`config.mk`:
```
export PLATFORM = sky130hd
export DESIGN_NAME = instr_step_sequencer_flat
export DESIGN_NICKNAME = d
export VERILOG_FILES = /design/src/rtl/instr_step_sequencer_pkg.sv /design/src/rtl/instr_step_sequencer_if.sv /design/src/rtl/instr_step_sequencer_ir_field_decode.sv /design/src/rtl/instr_step_sequencer.sv /design/src/flat_wrapper.sv
export SDC_FILE = /design/constraint.sdc
export NUM_CORES = 1
export LEC_CHECK = 0
export CAP_MARGIN = 20
export CORE_ASPECT_RATIO = 1.1
export CORE_MARGIN = 10
export CORE_UTILIZATION = 30
export CTS_CLUSTER_DIAMETER = 120
export DETAILED_ROUTE_END_ITERATION = 10
export MAX_ROUTING_LAYER = met4
export PLACE_DENSITY = 0.76
export RECOVER_POWER = 100
export SETUP_SLACK_MARGIN = 0.05
export SLEW_MARGIN = 20
export SYNTH_ARGS = -nofsm -noshare
export SYNTH_HDL_FRONTEND = slang
export SYNTH_SLANG_ARGS = --single-unit
```
`constraint.sdc`:
```
create_clock -name clk -period 2.9 [get_ports clk]
set_input_delay 0.58 -clock clk [delete_from_list [all_inputs] [get_ports clk]]
set_output_delay 0.58 -clock clk [all_outputs]
set_load 0.03 [all_outputs]
```
`src/rtl/instr_step_sequencer_pkg.sv`:
```
// Shared definitions for the instruction step sequencer: state codes, opcodes,
// bus mux sources and IR field positions. MULDIV_EN adds the T6 state.
package cpu_ctrl_pkg;

  localparam int OPC_W  = 5;
  localparam int RSEL_W = 4;

  localparam int IR_OPC_HI = 31;
  localparam int IR_OPC_LO = 27;
  localparam int IR_RA_HI  = 26;
  localparam int IR_RA_LO  = 23;
  localparam int IR_RB_HI  = 22;
  localparam int IR_RB_LO  = 19;
  localparam int IR_RC_HI  = 18;
  localparam int IR_RC_LO  = 15;

  typedef enum logic [3:0] {
    S_IDLE = 4'd0,
    S_T0   = 4'd1,
    S_T1   = 4'd2,
    S_T2   = 4'd3,
    S_T3   = 4'd4,
    S_T4   = 4'd5,
    S_T5   = 4'd6,
`ifdef MULDIV_EN
    S_T6   = 4'd7,
`endif
    S_HALT = 4'd8
  } state_t;

  localparam logic [OPC_W-1:0] OP_ADD  = 5'b00011;
  localparam logic [OPC_W-1:0] OP_SUB  = 5'b00100;
  localparam logic [OPC_W-1:0] OP_AND  = 5'b01001;
  localparam logic [OPC_W-1:0] OP_OR   = 5'b01010;
  localparam logic [OPC_W-1:0] OP_MUL  = 5'b01111;
  localparam logic [OPC_W-1:0] OP_DIV  = 5'b10000;
  localparam logic [OPC_W-1:0] OP_NOP  = 5'b11010;
  localparam logic [OPC_W-1:0] OP_HALT = 5'b11011;

  localparam logic [4:0] BUS_R0     = 5'd0;
  localparam logic [4:0] BUS_HI     = 5'd16;
  localparam logic [4:0] BUS_LO     = 5'd17;
  localparam logic [4:0] BUS_ZHIGH  = 5'd18;
  localparam logic [4:0] BUS_ZLOW   = 5'd19;
  localparam logic [4:0] BUS_PC     = 5'd20;
  localparam logic [4:0] BUS_MDR    = 5'd21;
  localparam logic [4:0] BUS_INPORT = 5'd22;
  localparam logic [4:0] BUS_CSIGN  = 5'd23;

endpackage

```
`src/rtl/instr_step_sequencer_if.sv`:
```
// Control bundle between the step sequencer (master) and the bus datapath (slave).
interface instr_step_sequencer_if;
  import cpu_ctrl_pkg::*;

  logic              start;
  logic              mem_ready;
  logic [31:0]       ir_q;
  logic [4:0]        bus_sel;
  logic [15:0]       reg_in;
  logic              pc_in, inc_pc, mar_in, mdr_in, mem_read, ir_load;
  logic              y_in, z_in, hi_in, lo_in;
  logic [OPC_W-1:0]  alu_op;
  logic              halted, mem_timeout, illegal_op;
  logic [3:0]        state_q;

  modport master (
    input  start, mem_ready, ir_q,
    output bus_sel, reg_in, pc_in, inc_pc, mar_in, mdr_in, mem_read, ir_load,
           y_in, z_in, hi_in, lo_in, alu_op, halted, mem_timeout, illegal_op, state_q
  );

  modport slave (
    output start, mem_ready, ir_q,
    input  bus_sel, reg_in, pc_in, inc_pc, mar_in, mdr_in, mem_read, ir_load,
           y_in, z_in, hi_in, lo_in, alu_op, halted, mem_timeout, illegal_op, state_q
  );
endinterface

```
`src/rtl/instr_step_sequencer_ir_field_decode.sv`:
```
// Combinational IR field split and opcode classification.
// MUL/DIV count as ALU operations only when MULDIV_EN is defined.
module ir_field_decode
  import cpu_ctrl_pkg::*;
(
  input  logic [IR_OPC_HI:IR_RC_LO] ir_q,
  output logic [OPC_W-1:0]          opcode,
  output logic [RSEL_W-1:0]         ra,
  output logic [RSEL_W-1:0]         rb,
  output logic [RSEL_W-1:0]         rc,
  output logic                      is_alu,
  output logic                      is_muldiv,
  output logic                      is_nop,
  output logic                      is_halt,
  output logic                      is_illegal
);

  assign opcode = ir_q[IR_OPC_HI:IR_OPC_LO];
  assign ra     = ir_q[IR_RA_HI:IR_RA_LO];
  assign rb     = ir_q[IR_RB_HI:IR_RB_LO];
  assign rc     = ir_q[IR_RC_HI:IR_RC_LO];

  always_comb begin
    // NOTE: every output gets a default before the case so no path leaves one unassigned (no latch).
    is_alu     = 1'b0;
    is_muldiv  = 1'b0;
    is_nop     = 1'b0;
    is_halt    = 1'b0;
    is_illegal = 1'b0;
    case (opcode)
      OP_ADD, OP_SUB, OP_AND, OP_OR: is_alu = 1'b1;
      OP_MUL, OP_DIV: begin
`ifdef MULDIV_EN
        is_alu    = 1'b1;
        is_muldiv = 1'b1;
`else
        is_illegal = 1'b1;
`endif
      end
      OP_NOP:  is_nop  = 1'b1;
      OP_HALT: is_halt = 1'b1;
      default: is_illegal = 1'b1;
    endcase
  end

endmodule

```
`src/rtl/instr_step_sequencer.sv`:
```
// Fetch/execute step sequencer driving the shared-bus datapath through T0-T5.
// Define MULDIV_EN to enable MUL/DIV with the extra T6 (HI write) step.
module instr_step_sequencer
  import cpu_ctrl_pkg::*;
#(
  parameter int MEM_TIMEOUT = 16
) (
  input  logic                  clk,
  input  logic                  rst,
  instr_step_sequencer_if.master bus
);

  localparam int CNT_W = (MEM_TIMEOUT > 1) ? $clog2(MEM_TIMEOUT) : 1;
  localparam logic [CNT_W-1:0] CNT_LAST = CNT_W'(MEM_TIMEOUT - 1);

  state_t             state, state_nx;
  logic [CNT_W-1:0]   wait_cnt, wait_cnt_nx;
  logic               timeout_flag, set_timeout;
  logic [OPC_W-1:0]   opcode;
  logic [RSEL_W-1:0]  ra, rb, rc;
  logic               is_alu, is_muldiv, is_nop, is_halt, is_illegal;
  state_t             end_next;

  ir_field_decode u_decode (
    .ir_q       (bus.ir_q[IR_OPC_HI:IR_RC_LO]),
    .opcode     (opcode),
    .ra         (ra),
    .rb         (rb),
    .rc         (rc),
    .is_alu     (is_alu),
    .is_muldiv  (is_muldiv),
    .is_nop     (is_nop),
    .is_halt    (is_halt),
    .is_illegal (is_illegal)
  );

  always_ff @(posedge clk or negedge rst) begin
    if (!rst) begin
      state        <= S_IDLE;
      wait_cnt     <= '0;
      timeout_flag <= 1'b0;
    end else begin
      // NOTE: state registers use non-blocking assignments so all of them update from pre-edge values.
      state    <= state_nx;
      wait_cnt <= wait_cnt_nx;
      if (set_timeout) timeout_flag <= 1'b1;
    end
  end

  // start is re-sampled at every instruction boundary.
  assign end_next = bus.start ? S_T0 : S_IDLE;

  assign bus.state_q     = state;
  assign bus.halted      = (state == S_HALT);
  assign bus.mem_timeout = timeout_flag;

  always_comb begin
    state_nx       = state;
    wait_cnt_nx    = wait_cnt;
    set_timeout    = 1'b0;
    bus.bus_sel    = BUS_R0;
    bus.reg_in     = '0;
    bus.pc_in      = 1'b0;
    bus.inc_pc     = 1'b0;
    bus.mar_in     = 1'b0;
    bus.mdr_in     = 1'b0;
    bus.mem_read   = 1'b0;
    bus.ir_load    = 1'b0;
    bus.y_in       = 1'b0;
    bus.z_in       = 1'b0;
    bus.hi_in      = 1'b0;
    bus.lo_in      = 1'b0;
    bus.alu_op     = '0;
    bus.illegal_op = 1'b0;

    case (state)
      S_IDLE: if (bus.start) state_nx = S_T0;
      S_T0: begin
        bus.bus_sel = BUS_PC;
        bus.mar_in  = 1'b1;
        bus.inc_pc  = 1'b1;
        bus.z_in    = 1'b1;
        state_nx    = S_T1;
      end
      S_T1: begin
        bus.bus_sel  = BUS_ZLOW;
        bus.mem_read = 1'b1;
        bus.mdr_in   = 1'b1;
        bus.pc_in    = (wait_cnt == '0);
        // A ready on the final allowed cycle still completes the fetch.
        if (bus.mem_ready) begin
          wait_cnt_nx = '0;
          state_nx    = S_T2;
        end else if (wait_cnt == CNT_LAST) begin
          wait_cnt_nx = '0;
          set_timeout = 1'b1;
          state_nx    = S_HALT;
        end else begin
          wait_cnt_nx = wait_cnt + 1'b1;
        end
      end
      S_T2: begin
        bus.bus_sel = BUS_MDR;
        bus.ir_load = 1'b1;
        state_nx    = S_T3;
      end
      S_T3: begin
        if (is_alu) begin
          bus.bus_sel = {1'b0, rb};
          bus.y_in    = 1'b1;
          state_nx    = S_T4;
        end else if (is_halt) begin
          state_nx = S_HALT;
        end else begin
          bus.illegal_op = is_illegal;
          state_nx       = end_next;
        end
      end
      S_T4: begin
        bus.bus_sel = {1'b0, rc};
        bus.alu_op  = opcode;
        bus.z_in    = 1'b1;
        state_nx    = S_T5;
      end
      S_T5: begin
        bus.bus_sel = BUS_ZLOW;
        if (is_muldiv) begin
          bus.lo_in = 1'b1;
`ifdef MULDIV_EN
          state_nx  = S_T6;
`else
          state_nx  = end_next;
`endif
        end else begin
          bus.reg_in[ra] = 1'b1;
          state_nx       = end_next;
        end
      end
`ifdef MULDIV_EN
      S_T6: begin
        bus.bus_sel = BUS_ZHIGH;
        bus.hi_in   = 1'b1;
        state_nx    = end_next;
      end
`endif
      S_HALT: state_nx = S_HALT;
      default: state_nx = S_IDLE;
    endcase
  end

endmodule

```
`src/flat_wrapper.sv`:
```
// flat-port wrapper written by rule: the top's interface ports become plain ports
module instr_step_sequencer_flat import cpu_ctrl_pkg::*;
#(
  parameter int MEM_TIMEOUT = 16
)
  (clk, rst, bus_start, bus_mem_ready, bus_ir_q, bus_bus_sel, bus_reg_in, bus_pc_in, bus_inc_pc, bus_mar_in, bus_mdr_in, bus_mem_read, bus_ir_load, bus_y_in, bus_z_in, bus_hi_in, bus_lo_in, bus_alu_op, bus_halted, bus_mem_timeout, bus_illegal_op, bus_state_q);
  instr_step_sequencer_if bus_i ();
  input  logic clk;
  input  logic rst;
  input wire logic [$bits(bus_i.start)-1:0] bus_start;
  input wire logic [$bits(bus_i.mem_ready)-1:0] bus_mem_ready;
  input wire logic [$bits(bus_i.ir_q)-1:0] bus_ir_q;
  output wire logic [$bits(bus_i.bus_sel)-1:0] bus_bus_sel;
  output wire logic [$bits(bus_i.reg_in)-1:0] bus_reg_in;
  output wire logic [$bits(bus_i.pc_in)-1:0] bus_pc_in;
  output wire logic [$bits(bus_i.inc_pc)-1:0] bus_inc_pc;
  output wire logic [$bits(bus_i.mar_in)-1:0] bus_mar_in;
  output wire logic [$bits(bus_i.mdr_in)-1:0] bus_mdr_in;
  output wire logic [$bits(bus_i.mem_read)-1:0] bus_mem_read;
  output wire logic [$bits(bus_i.ir_load)-1:0] bus_ir_load;
  output wire logic [$bits(bus_i.y_in)-1:0] bus_y_in;
  output wire logic [$bits(bus_i.z_in)-1:0] bus_z_in;
  output wire logic [$bits(bus_i.hi_in)-1:0] bus_hi_in;
  output wire logic [$bits(bus_i.lo_in)-1:0] bus_lo_in;
  output wire logic [$bits(bus_i.alu_op)-1:0] bus_alu_op;
  output wire logic [$bits(bus_i.halted)-1:0] bus_halted;
  output wire logic [$bits(bus_i.mem_timeout)-1:0] bus_mem_timeout;
  output wire logic [$bits(bus_i.illegal_op)-1:0] bus_illegal_op;
  output wire logic [$bits(bus_i.state_q)-1:0] bus_state_q;
  assign bus_i.start = bus_start;
  assign bus_i.mem_ready = bus_mem_ready;
  assign bus_i.ir_q = bus_ir_q;
  assign bus_bus_sel = bus_i.bus_sel;
  assign bus_reg_in = bus_i.reg_in;
  assign bus_pc_in = bus_i.pc_in;
  assign bus_inc_pc = bus_i.inc_pc;
  assign bus_mar_in = bus_i.mar_in;
  assign bus_mdr_in = bus_i.mdr_in;
  assign bus_mem_read = bus_i.mem_read;
  assign bus_ir_load = bus_i.ir_load;
  assign bus_y_in = bus_i.y_in;
  assign bus_z_in = bus_i.z_in;
  assign bus_hi_in = bus_i.hi_in;
  assign bus_lo_in = bus_i.lo_in;
  assign bus_alu_op = bus_i.alu_op;
  assign bus_halted = bus_i.halted;
  assign bus_mem_timeout = bus_i.mem_timeout;
  assign bus_illegal_op = bus_i.illegal_op;
  assign bus_state_q = bus_i.state_q;
  instr_step_sequencer #(.MEM_TIMEOUT(MEM_TIMEOUT)) u_core (.clk(clk), .rst(rst), .bus(bus_i));
endmodule
```
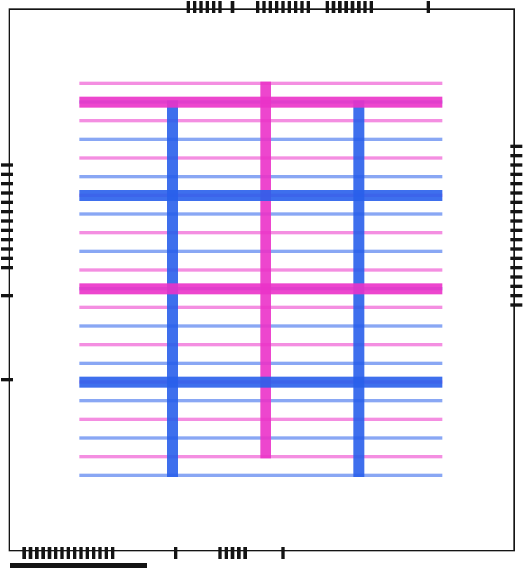
**Above:** PDN straps and rails.
The bar under the picture is 20 µm long. Pins as bars on the die edge.
legend:
  blue:
    net: VSS
  magenta:
    net: VDD
signal pins: 79
met1 rails: 22
vertical die size: 78.7 µm
core footprint: 3020 µm²
Die X: 73.4 µm
Max VDD drop: 0.538 mV

==> impl_metrics.json <==
{
  "top_cells_by_area": "dfrtp_1 24%, nor2_1 8.8%, nand2b_1 6.0%",
  "synth_area_per_cell_um2": 7.34,
  "pin_count": 79,
  "top_cells_by_count": "22 x nor2_1, 9 x dfrtp_1, 9 x nand2b_1",
  "cts_tree": "built",
  "synth_warnings": 0,
  "clock-sinks": 9,
  "worstSetupPathType": "in -> out",
  "htreeDepth": 1,
  "start_kind": "primary input",
  "first_pass_iters": 3,
  "antenna_left": 0,
  "outcome": "finished, final reports clean",
  "placed_area_um2": 1630,
  "syn_to_final_growth_pct": 60.6,
  "route.met3.wl_um": 265,
  "gp_congestion": 0.771,
  "hpwl_um": 2880,
  "overflow": 0,
  "wl_per_cell_um": 15.4,
  "crit_start": "bus_ir_q[28]",
  "grt_max_degree": 13,
  "syn_area_um2": 940,
  "drc": 0,
  "edf_count": 0,
  "fp_util_pct": 31.1,
  "viasPerCell": 5.12,
  "layout.nets": 237,
  "ff_type": "dfrtp_1",
  "powerDensity_nw_per_um2": 878,
  "yosysTopAreaCellShare_pct": 24.0,
  "ys_cells": 128,
  "met2_length_um": 1870,
  "finalHoldViolCount": 0,
  "met1_length_um": 1370,
  "grt_pass1_wl_um": 5660,
  "top_layer_used": "met4",
  "antenna_found_initial": 0,
  "p_leak_nw": 0.671,
  "grt_pass1_vias": 1239,
  "yosysUniqueCellTypes": 39,
  "cts_inserted_buffers": 3,
  "async_reset_ff_share_pct": 100,
  "port_buffers": 61
}
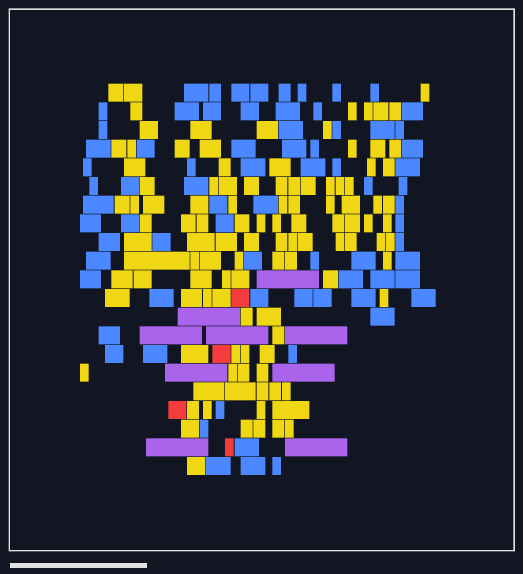
**Above:** cells coloured by class.
The bar under the picture is 20 µm long.
legend:
  yellow:
    class: remaining logic cells
    cells: 111
  red:
    class: clock drivers and dummy loads
    cells: 4
  blue:
    class: remaining buffers and delay cells
    cells: 74
  purple:
    class: registers
    cells: 9
Rows: 21
fin area: 1510 µm²

==> per-stage QoR <==
| stage | cells | utilization (%) | hold slack (ps) | setup slack [ps] | total power, mW |
|---|---|---|---|---|---|
| finish | 232 | 49.9 | 458 | 124 | 1.32 |
| global route | 232 | 49.9 | 482 | 30.1 | 1.43 |
| CTS | 232 | 54.8 | 463 | 65.7 | 1.41 |
| detailed placement | 228 | 54.0 | 448 | -174 | 1.31 |
| global placement | 228 | 54.0 | 438 | -115 | 1.28 |
| floorplan | 129 | - | 284 | 174 | 0.911 |
==> cell type report <==
class / count / area (µm²)
clock buffer: 4 / 26.3
fill: 326 / 1510
inverter: 7 / 26.3
multi-input combinational: 104 / 644
sequential: 9 / 225
tap: 34 / 42.5
timing repair buffer: 74 / 544
==> final timing paths <==
path,to,slack (ps),cells past startpoint
hold reg to reg,u_core.bus.mem_timeout,460,1
setup / recovery,bus_bus_sel[0],120,5
max in group asynchronous,u_core.bus.state_q[0],1920,1
min in group asynchronous,u_core.wait_cnt[2],680,1
hold / removal,u_core.bus.mem_timeout,460,1
setup reg to reg,u_core.bus.state_q[0],970,6
==> power breakdown <==
part	internal (mW)	total (mW)	leakage [nW]	switching (mW)
Combinational	0.368	0.987	0.544	0.618
Clock	0.0532	0.0998	0.0150	0.0466
Sequential	0.183	0.239	0.112	0.0557
Total	0.604	1.32	0.671	0.721
==> sequential cells by signal, summed over array words and instances, names as in the netlist <==
| signal | cells |
|---|---|
| u_core.wait_cnt | 4 |
| u_core.bus.mem_timeout | 1 |
| u_core.bus.state_q | 4 |
==> cells in the final DEF, fill, tap and decap left out, drive strengths merged, types with 2 or more instances in the layout <==
cell           count
clkbuf            31
nand2              7
ha                 2
dfrtp              9
nor3               8
buf               13
dlygate4sd2        6
or4b               2
nor3b              2
and2               6
nor2              22
o31a               2
o21ai              6
dlygate4sd3       12
inv                7
nor4b              2
nand3              4
clkdlybuf4s50     15
a21o               2
or3                2
conb               2
nand3b             3
nand2b             9
o2bb2ai            2
a21oi              8
==> logic make-up (layout without fill, tap and decap cells) <==
logic type / count (synthesis) / in the layout / synth area share, %
AND/OR/NAND/NOR: 72 / 72 / 41.7
AND-OR/OR-AND: 25 / 25 / 19.6
buffers and inverters: 16 / 85 / 8.66
flip-flops: 9 / 9 / 24.0
adder cells (fa/ha/maj): 2 / 2 / 2.66
XOR/XNOR: 2 / 2 / 1.86
other: 1 / 2 / 0.399
multiplexers: 1 / 1 / 1.20
==> per-layer routing <==
metal	GRT usage, %	vias to the layer above
li1	-	586
met4	5.41	0
met2	20.1	38
met5	-	-
met3	3.36	6
met1	12.4	557
==> what timing repair did <==
| action | CTS | global route |
|---|---|---|
| hold buffers | 0 | 0 |
| pin swaps | 3 | 3 |
| resized | 7 | 24 |
| hold endpoints to repair | 0 | 0 |
| gates cloned | 0 | 0 |
| setup endpoints to repair | 8 | 27 |
==> critical path: stages <==
cell and delay [ps]:
dlygate4sd2_1 250, or4b_1 570, a311oi_4 410, o2bb2ai_1 160, clkbuf_2 220
Power is estimated from default activity; no workload was simulated.
